[src/rtl/cpu_pkg.sv]
// Shared definitions for the processor control path: select codes, opcodes,
// ALU operations, sequencer states and the EXEC-phase control bundle.
package cpu_pkg;

    // Register/bus select codes shared by the write-enable decoder and bus mux
    localparam logic [3:0] SEL_NONE = 4'd0;
    localparam logic [3:0] SEL_R1   = 4'd1;
    localparam logic [3:0] SEL_R2   = 4'd2;
    localparam logic [3:0] SEL_R3   = 4'd3;
    localparam logic [3:0] SEL_R4   = 4'd4;
    localparam logic [3:0] SEL_R5   = 4'd5;
    localparam logic [3:0] SEL_AR   = 4'd6;
    localparam logic [3:0] SEL_AC   = 4'd7;
    localparam logic [3:0] SEL_IR   = 4'd8;
    localparam logic [3:0] SEL_PC   = 4'd9;
    localparam logic [3:0] SEL_MEM  = 4'd10;
    localparam logic [3:0] SEL_ALU  = 4'd11;

    localparam logic [3:0] OP_NOP   = 4'h0;
    localparam logic [3:0] OP_LDAC  = 4'h1;
    localparam logic [3:0] OP_STAC  = 4'h2;
    localparam logic [3:0] OP_MVAR  = 4'h3;
    localparam logic [3:0] OP_ADD   = 4'h4;
    localparam logic [3:0] OP_SUB   = 4'h5;
    localparam logic [3:0] OP_MVACR = 4'h6;
    localparam logic [3:0] OP_MVRAC = 4'h7;
    localparam logic [3:0] OP_INCAC = 4'h8;
    localparam logic [3:0] OP_JMP   = 4'h9;
    localparam logic [3:0] OP_JPNZ  = 4'hA;
    localparam logic [3:0] OP_HALT  = 4'hF;

    localparam logic [1:0] ALU_PASS = 2'd0;
    localparam logic [1:0] ALU_ADD  = 2'd1;
    localparam logic [1:0] ALU_SUB  = 2'd2;
    localparam logic [1:0] ALU_INC  = 2'd3;

    typedef enum logic [2:0] {
        ST_IDLE,
        ST_F_AR,
        ST_F_MEM,
        ST_DECODE,
        ST_EXEC,
        ST_EXEC_MEM,
        ST_HALT
    } state_t;

    typedef struct packed {
        logic [3:0] wr_sel;
        logic [3:0] rd_sel;
        logic [1:0] alu_op;
        logic       illegal;
    } exec_ctl_t;

    // Only R1..R5 exist; codes 0, 6 and 7 in the register field are reserved
    function automatic logic reg_field_ok(input logic [2:0] n);
        return (n >= 3'd1) && (n <= 3'd5);
    endfunction

    function automatic logic [3:0] reg_sel(input logic [2:0] n);
        return {1'b0, n};
    endfunction

endpackage

[src/rtl/instr_decode.sv]
// Combinational EXEC-phase decode: (opcode, register field, zero flag) to the
// bus/write selects, ALU operation and illegal-instruction flag.
module instr_decode
    import cpu_pkg::*;
(
    input  logic [3:0] opcode,
    input  logic [2:0] reg_field,
    input  logic       z_flag,
    output exec_ctl_t  ctl
);

    logic reg_ok;

    assign reg_ok = reg_field_ok(reg_field);

    always_comb begin
        ctl = '0;
        case (opcode)
            OP_NOP, OP_LDAC, OP_STAC, OP_HALT: ctl = '0;
            OP_MVAR: begin
                ctl.rd_sel = SEL_AC;
                ctl.wr_sel = SEL_AR;
            end
            OP_ADD, OP_SUB: begin
                if (reg_ok) begin
                    ctl.rd_sel = reg_sel(reg_field);
                    ctl.alu_op = (opcode == OP_ADD) ? ALU_ADD : ALU_SUB;
                    ctl.wr_sel = SEL_AC;
                end else begin
                    ctl.illegal = 1'b1;
                end
            end
            OP_MVACR: begin
                if (reg_ok) begin
                    ctl.rd_sel = SEL_AC;
                    ctl.wr_sel = reg_sel(reg_field);
                end else begin
                    ctl.illegal = 1'b1;
                end
            end
            OP_MVRAC: begin
                if (reg_ok) begin
                    ctl.rd_sel = reg_sel(reg_field);
                    ctl.wr_sel = SEL_AC;
                end else begin
                    ctl.illegal = 1'b1;
                end
            end
            OP_INCAC: begin
                ctl.alu_op = ALU_INC;
                ctl.wr_sel = SEL_AC;
            end
            OP_JMP: begin
                ctl.rd_sel = SEL_AC;
                ctl.wr_sel = SEL_PC;
            end
            OP_JPNZ: begin
                // A taken branch is an ordinary JMP; not-taken writes nothing
                if (!z_flag) begin
                    ctl.rd_sel = SEL_AC;
                    ctl.wr_sel = SEL_PC;
                end
            end
            default: ctl.illegal = 1'b1;
        endcase
    end

endmodule

[src/rtl/control_unit.sv]
// Multi-cycle fetch/decode/execute sequencer; all outputs decode combinationally
// from the registered state, the IR contents, z_flag and mem_ready.
module control_unit
    import cpu_pkg::*;
#(
    parameter int IR_W = 8
) (
    input  logic            clk,
    input  logic            rst,
    input  logic            start,
    input  logic [IR_W-1:0] ir,
    input  logic            z_flag,
    input  logic            mem_ready,
    output logic [3:0]      wr_sel,
    output logic [3:0]      rd_sel,
    output logic [1:0]      alu_op,
    output logic            mem_rd,
    output logic            mem_wr,
    output logic            pc_inc,
    output logic            halted,
    output logic            illegal
);

    state_t     state_reg;
    state_t     state_next;
    logic [3:0] opcode;
    logic [2:0] reg_field;
    exec_ctl_t  exec_ctl;
    logic       ir_unused;

    assign opcode    = ir[7:4];
    assign reg_field = ir[2:0];
    assign ir_unused = ir[3];

    generate
        if (IR_W > 8) begin : g_wide_ir
            logic hi_unused;
            assign hi_unused = ^ir[IR_W-1:8];
        end
    endgenerate

    instr_decode u_instr_decode (
        .opcode    (opcode),
        .reg_field (reg_field),
        .z_flag    (z_flag),
        .ctl       (exec_ctl)
    );

    always_ff @(posedge clk or posedge rst) begin
        if (rst) begin
            state_reg <= ST_IDLE;
        end else begin
            state_reg <= state_next;
        end
    end

    always_comb begin
        state_next = state_reg;
        wr_sel     = SEL_NONE;
        rd_sel     = SEL_NONE;
        alu_op     = ALU_PASS;
        mem_rd     = 1'b0;
        mem_wr     = 1'b0;
        pc_inc     = 1'b0;
        halted     = 1'b0;
        illegal    = 1'b0;

        case (state_reg)
            ST_IDLE: begin
                if (start) begin
                    state_next = ST_F_AR;
                end
            end
            ST_F_AR: begin
                rd_sel     = SEL_PC;
                wr_sel     = SEL_AR;
                state_next = ST_F_MEM;
            end
            ST_F_MEM: begin
                // Read strobe is held; IR is only loaded in the ready cycle
                mem_rd = 1'b1;
                if (mem_ready) begin
                    rd_sel     = SEL_MEM;
                    wr_sel     = SEL_IR;
                    pc_inc     = 1'b1;
                    state_next = ST_DECODE;
                end
            end
            ST_DECODE: begin
                case (opcode)
                    OP_LDAC, OP_STAC: state_next = ST_EXEC_MEM;
                    OP_HALT:          state_next = ST_HALT;
                    default:          state_next = ST_EXEC;
                endcase
            end
            ST_EXEC: begin
                wr_sel     = exec_ctl.wr_sel;
                rd_sel     = exec_ctl.rd_sel;
                alu_op     = exec_ctl.alu_op;
                illegal    = exec_ctl.illegal;
                state_next = ST_F_AR;
            end
            ST_EXEC_MEM: begin
                mem_rd = (opcode == OP_LDAC);
                mem_wr = (opcode == OP_STAC);
                if (mem_ready) begin
                    if (opcode == OP_LDAC) begin
                        rd_sel = SEL_MEM;
                        wr_sel = SEL_AC;
                    end
                    state_next = ST_F_AR;
                end
            end
            ST_HALT: begin
                halted = 1'b1;
            end
            default: begin
                state_next = ST_IDLE;
            end
        endcase
    end

endmodule

[config.mk]
export PLATFORM = sky130hd
export DESIGN_NAME = control_unit
export DESIGN_NICKNAME = d
export VERILOG_FILES = /design/src/rtl/cpu_pkg.sv /design/src/rtl/instr_decode.sv /design/src/rtl/control_unit.sv
export SDC_FILE = /design/constraint.sdc
export NUM_CORES = 1
export LEC_CHECK = 0
export CAP_MARGIN = 20
export CORE_UTILIZATION = 41
export CTS_CLUSTER_SIZE = 25
export DETAILED_ROUTE_END_ITERATION = 7
export PLACE_DENSITY = 0.86
export SLEW_MARGIN = 15
export SYNTH_ARGS = -nofsm -noshare
export SYNTH_HDL_FRONTEND = slang
export SYNTH_SLANG_ARGS = --single-unit
[constraint.sdc]
create_clock -name clk -period 1.9 [get_ports clk]
set_input_delay 0.38 -clock clk [delete_from_list [all_inputs] [get_ports clk]]
set_output_delay 0.38 -clock clk [all_outputs]
set_load 0.01 [all_outputs]
==> impl_metrics.toml, run 1 <==
# generated from flow reports
[run]
drv_cap = 0

[final_layout]
nClkBuffers = 4
comb_area_um2 = 694
lay_top_count = "buf_4"
largest_class = "combinational gates"
largest_register_ffs = 3
ff_count = 3
final-nonclk-buf-share = 0.359
layout_top_cells = "buf_4, buf_2, nor2_1"

[placement]
dp_hpwl_um = 1930

[pwr]
intPower_mw = 0.622
power_switching_mw = 0.513
netSwitchingFraction = 0.452
power.total_mw = 1.14

[worst_setup_path]
worstSetupStartpointType = "primary input"
cp-endpoint = "rd_sel[1]"
required_ns = 1.52
reg2reg_depth = 4
arrival_ns = 1.65
cpPeakStageDelay_ns = 0.38
crit_family = "AND-OR/OR-AND gates"
setup.worst_path.start = "ir[4]"
r2r_end = "state_reg[0]"

[outcome]
violations = "setup timing"
status = "complete, but fails checks"

[routing]
routed-via-count = 1083
routed_wl_um = 3140
via_per_inst = 6.22

[global_routing]
antenna_found_initial = 0
grt_pass1_vias = 1099
grt_pass1_wl_um = 4760

[logic_synthesis]
syn_area_um2 = 651
yosys-top-cells-area = "dfrtp_1, nand2b_1, nor2_1, a21oi_1, buf_2"
common_cells = "nor2_1, nand2b_1, a21oi_1"
ys_warn_count = 0
top_cell_area_share = 0.115
async_flop_share = 1.00

[floorplanning]
ios = 28

[timing]
final.setup.tns_ns = -0.702
final-setup-viol-count = 8
relSlewSlack = 0.795
setup_ws_ns = -0.132
-- run 1: per-layer routing --
metal	routed length [um]	vias to the layer above	track usage
met2	1700	58	0.609
met3	188	10	0.0304
met4	89	0	0.206
li1	-	490	-
met5	0	-	0
met1	1160	525	0.391
-- run 1: kinds of logic after synthesis --
kind of cell	share of synthesized area
compound gates	0.435
buf+inv	0.0788
xor+xnor	0.0269
simple gates	0.344
flops	0.115
-- run 1: power groups by stage --
stage,clock (mW),combinational [mW],sequential [mW]
global placement,0,0.752,0.122
CTS,0.118,0.781,0.131
detailed placement,0,0.782,0.124
finish,0.111,0.893,0.131
floorplan,0,0.349,0.128
global route,0.118,0.944,0.133
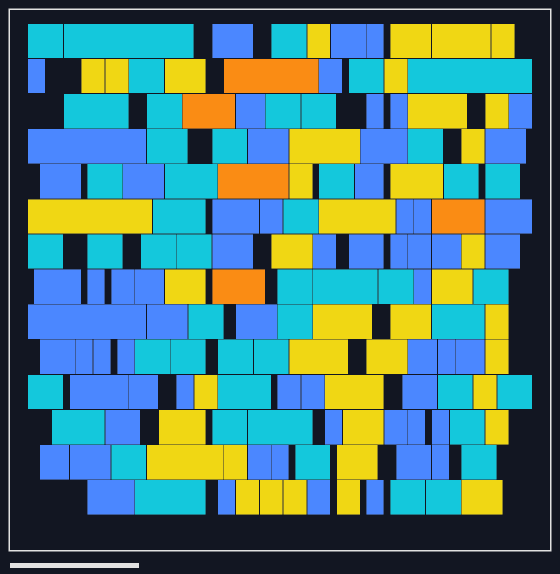
Fig. 1. Cell sizes after repair (run 1).
Bar = 10 um.
size	colour	cells	share	most used
x3 and x4	cyan	49	31%	buf_4
x1 and smaller	blue	64	41%	nor2_1
x6 and larger	orange	5	3.2%	buf_6
x2	yellow	40	25%	buf_2

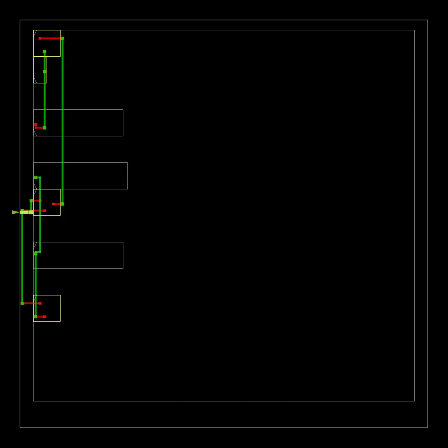
Fig. 2. Clock nets (run 1).
CTS buffer count: 3
clock group power: 0.111 mW

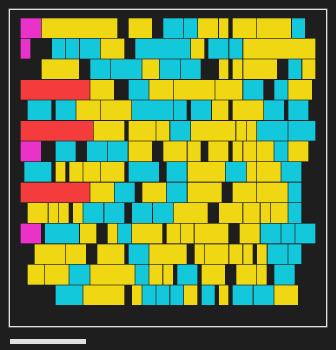
Fig. 3. Placed cells, one colour a class (run 1).
Bar = 10 um.
class	colour	cells
registers	red	3
remaining logic cells	yellow	88
remaining buffers and delay cells	cyan	63
clock drivers and dummy loads	magenta	4

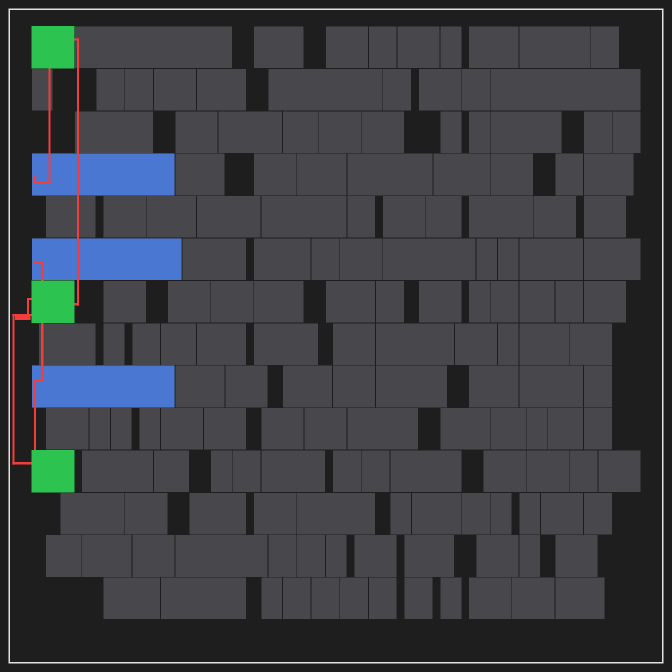
Fig. 4. Clock wires, drivers and flops (run 1).
[clock wires] red | length: 61.9 um
[clock-net drivers] green | count: 3
[flip-flops] blue | count: 3
routed clock nets	4

Fig. 5: run 1, pin placement
Pins as bars across the die edge, other pins in grey.
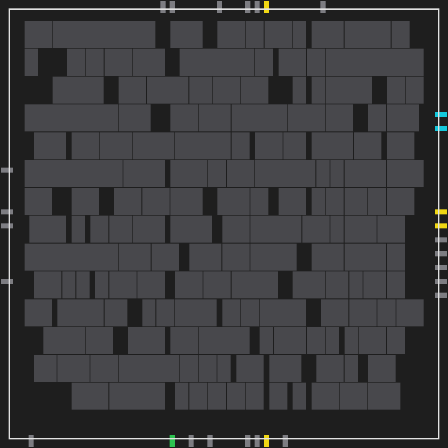

==> inputs of run 2 (changes only) <==
CORE_UTILIZATION = 35   (was 41)
PLACE_DENSITY = 0.76   (was 0.86)
clock period = 1.87 ns   (was 1.9 ns; I/O delays follow)
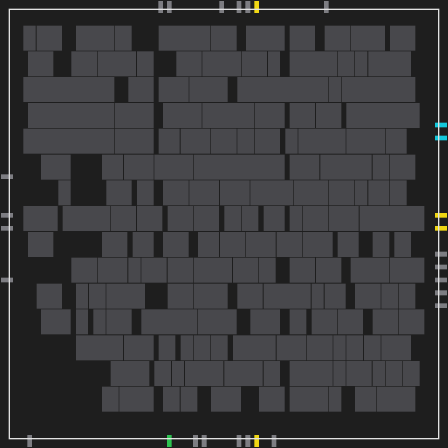
Fig. 6. Pin placement (run 2).
Pins as bars across the die edge, other pins in grey.
port	colour	pins	direction	edge
start	green	1	input	bottom
alu_op	cyan	2	output	right
wr_sel	yellow	4	output	2 right, 1 top, 1 bottom

==> run 2 against run 1 <==
Compared with the run above:
- the run still ends with setup timing left
- flip-flop count did not move
- register-to-register slack barely moved
- setup slack got worse by 0.17 ns
- utilization fell by 3.8 points
- highest routed layer unchanged
- power rose by 11%
- combinational power rose by about 10%
- critical path depth fell by 1
- design area rose by 11%
==> impl_metrics.toml, run 2 <==
# generated from flow reports
[logic_synthesis]
yosys_area_um2 = 651
common_cells = "nor2_1, nand2b_1, a21oi_1"
syn_area_um2 = 651
yosys-top-cells-area = "dfrtp_1, nand2b_1, nor2_1, a21oi_1, buf_2"
ys_cells = 97
largest_area_cell = "dfrtp_1"
synth_cell_type_count = 41
top_cell_area_share = 0.115
edf_count = 0
async_flop_share = 1.00
ys_warn_count = 0
ff_type = "dfrtp_1"
synth_flop_count = 3

[outcome]
status = "complete, but fails checks"
violations = "setup timing"

[final_layout]
final-nonclk-buf-share = 0.391
nClkBuffers = 4
comb_area_um2 = 728
signal_buffers = 72
largest_register_ffs = 3
ff_count = 3
inverters = 6
lay_top_count = "buf_4"
largest_class = "combinational gates"
fin_cells = 192
layout_top_cells = "buf_4, buf_2, buf_6"
postLayoutCellArea_um2 = 1450

[floorplanning]
die_y_um = 45.1
ios = 28

[pwr]
combPwrFrac = 0.793
power_switching_mw = 0.558
powerComb_mw = 1.00
netSwitchingFraction = 0.442
p_leak_nw = 0.672
intPower_mw = 0.704
seq-power_mw = 0.151
top_power_group = "combinational cells"
power.total_mw = 1.26
p_clk_mw = 0.111

[timing]
final.setup.tns_ns = -1.53
period_needed_ns = 2.17
skew_ns = 0.00168
setup_ws_ns = -0.302
relSlewSlack = 0.762
final-setup-viol-count = 13

[routing]
via_per_inst = 5.98
routed-via-count = 1149
drtIter0Drc = 41
dr.pass1.iters = 4
routed_wl_um = 3580

[run]
drv_cap = 0
warnings = 29

[placement]
pre_cts_ws_ns = -0.968
dp_hpwl_um = 1910
dpl.cell_count = 176

[worst_setup_path]
worstSetupStartpointType = "primary input"
end_kind = "output port"
arrival_ns = 1.80
cpPeakStageDelay_ns = 0.54
required_ns = 1.50
r2r_slack_ns = 0.54
cp-endpoint = "wr_sel[1]"
crit_family = "simple AND/OR/NAND/NOR gates"
setup.worst_path.start = "ir[7]"
r2r_end = "state_reg[0]"
reg2reg_depth = 5

[cts]
htree_num_levels = 1
cts_made_buffers = 3

[global_routing]
met2_usage = 0.516
grt_pass1_vias = 1013
met1_usage = 0.298
busiest_layer = "met2"
met3_usage = 0.0560
antenna_found_initial = 0
grt_pass1_wl_um = 4260

[min_path]
hp-class = "in2async"
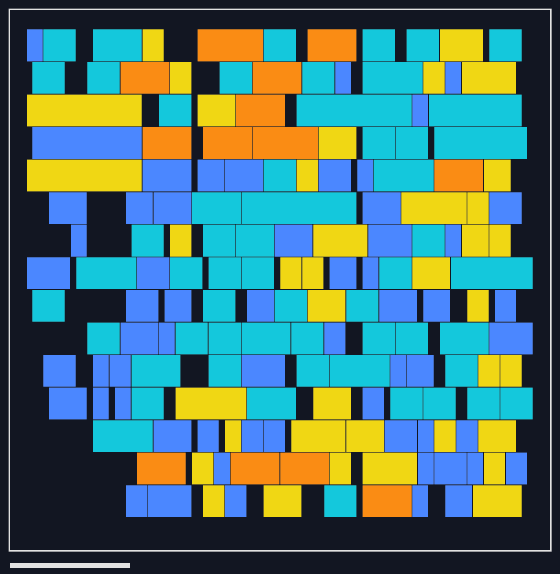
Fig. 7. Cell sizes after repair (run 2).
Bar = 10 um.
size	colour	cells	share	most used
x1 and smaller	blue	60	36%	nor2_1
x2	yellow	38	23%	buf_2
x3 and x4	cyan	56	34%	buf_4
x6 and larger	orange	13	7.8%	buf_6

-- run 2: cell count changes in the layout (fill, tap and decap cells not counted), sizes merged --
cell / delta
buf: +11
dlygate4sd2: +1
clkbuf: -3
clkdlybuf4s15: +1
dlymetal6s2s: -1
-- run 2: kinds of logic after synthesis --
kind of cell / Yosys count / share of synthesized area
compound gates: 40 / 0.435
xor+xnor: 2 / 0.0269
buf+inv: 12 / 0.0788
flops: 3 / 0.115
simple gates: 40 / 0.344
-- run 2: repair_timing --
action | CTS | global route
setup endpoints to repair | 15 | 12
resized | 116 | 33
pin swaps | 18 | 10
buffers inserted | 8 | 5
-- run 2: per-layer routing --
metal / vias up / wire (um)
li1: 510 / -
met1: 546 / 1310
met2: 67 / 1830
met3: 26 / 200
met4: 0 / 239
met5: - / 0
Fig. 8: run 2, metal 4
Bar = 10 um.
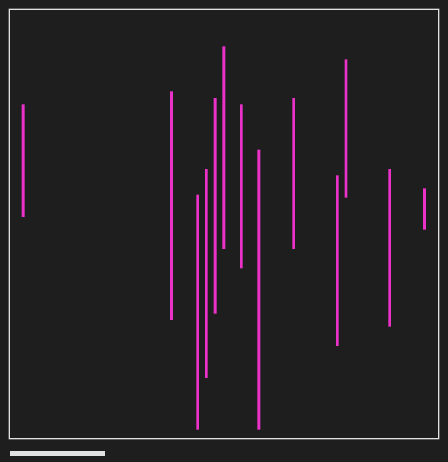

==> inputs of run 3 (changes only) <==
SKIP_LAST_GASP = 1   (was default)
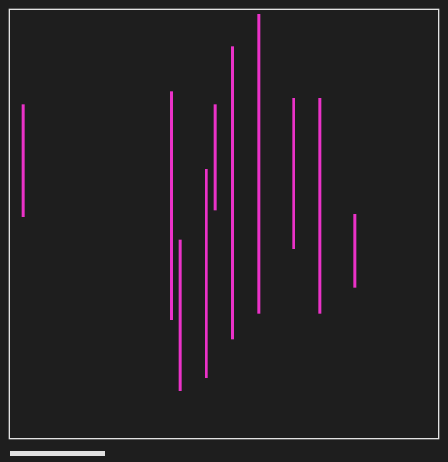
Fig. 9. Metal 4 (run 3).
Bar = 10 um.
nets with wire on the layer	10
longest straight run	31.3 um

==> run 3 against run 2 <==
Compared with the run above:
- the flow still finishes with violations (setup timing)
- area after synthesis did not move
- fmax is 2.7% higher
- design area unchanged
- utilization unchanged
- combinational power shrank 4%
- synthesized cell count unchanged
- critical path depth is the same
- first-iteration DRC count is 37% lower
- die size unchanged
- via count fell by 0.52%
- power shrank 3.1%
==> impl_metrics.toml, run 3 <==
# generated from flow reports
[final_layout]
layout_top_cells = "buf_4, buf_2, buf_6"
comb_area_um2 = 721

[logic_synthesis]
ys_cells = 97
synthMuxAreaShare = 0
common_cells = "nor2_1, nand2b_1, a21oi_1"
synth_flop_count = 3
adder_share = 0
synth.logic.top_family = "AND-OR/OR-AND gates"
async_flop_share = 1.00
ys_sh_xor = 0.0269
largest_area_cell = "dfrtp_1"
ys_warn_count = 0
ys_sh_simple = 0.344
yosys_area_um2 = 651
top_cell_area_share = 0.115
synth_cell_type_count = 41
ff_type = "dfrtp_1"

[pwr]
p_clk_mw = 0.112
seq-power_mw = 0.148
p_leak_nw = 0.675
top_power_group = "combinational cells"
power_switching_mw = 0.538
powerComb_mw = 0.963

[placement]
dp_hpwl_um = 1910

[worst_setup_path]
cpPeakStageDelay_ns = 0.53
setup.worst_path.start = "ir[7]"
r2r_slack_ns = 0.52
crit_family = "simple AND/OR/NAND/NOR gates"
reg2reg_depth = 5
end_kind = "output port"
worstSetupStartpointType = "primary input"
r2r_end = "state_reg[0]"
required_ns = 1.50
cp-endpoint = "wr_sel[1]"

[routing]
dr_wl_met3_um = 195
top_layer_used = "met4"
wl_met1_um = 1240
wl_met2_um = 1680
drtIter0Drc = 26
via_per_inst = 5.92
dr.pass1.iters = 4

[global_routing]
met2_usage = 0.522
grt_pass1_wl_um = 4280
grt_pass1_vias = 1012
met3_usage = 0.0480
busiest_layer = "met2"

[timing]
period_needed_ns = 2.11
final-setup-viol-count = 12
relSlewSlack = 0.803
setup_ws_ns = -0.244

[cts]
postCtsSetupBuffers = 8
ctsResizeCount = 115
cts_made_buffers = 3

[floorplanning]
ios = 28
die_y_um = 45.1

[outcome]
violations = "setup timing"
status = "complete, but fails checks"

[run]
drv_cap = 0
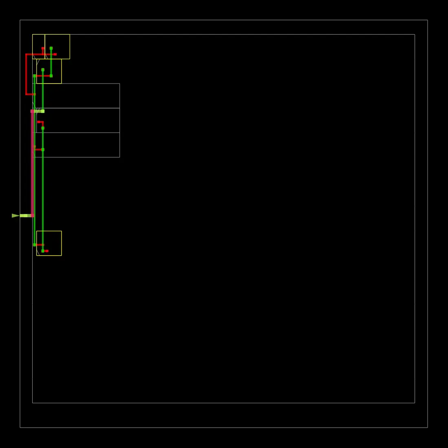
Fig. 10. Clock nets (run 3).
# clk buffers: 4
later-pin clock latency in the skew report: 0.23 ns

[run 3: netlist changes by cell type in the layout (fill, tap and decap cells not counted), sizes merged]
cell,previous run,this run
clkdlybuf4s15,2,3
[run 3: cell type report]
type / instances / area share
Sequential cell: 3 / 0.0534
Tap cell: 25 / 0.0215
Inverter: 6 / 0.0155
Timing Repair Buffer: 73 / 0.396
Clock buffer: 4 / 0.0181
Multi-Input combinational cell: 82 / 0.496
[run 3: stage by stage]
stage               power (mW)  hold WS (ns)  cell area, um^2  worst slack (ns)
global route              1.30         0.311             1450            -0.276
finish                    1.22         0.305             1450            -0.244
global placement         0.912         0.543             1170            -0.891
floorplan                0.485         0.128              651             0.130
detailed placement       0.936         0.552             1170            -0.968
CTS                       1.06         0.304             1310            -0.219
Power is estimated from default activity; no workload was simulated.
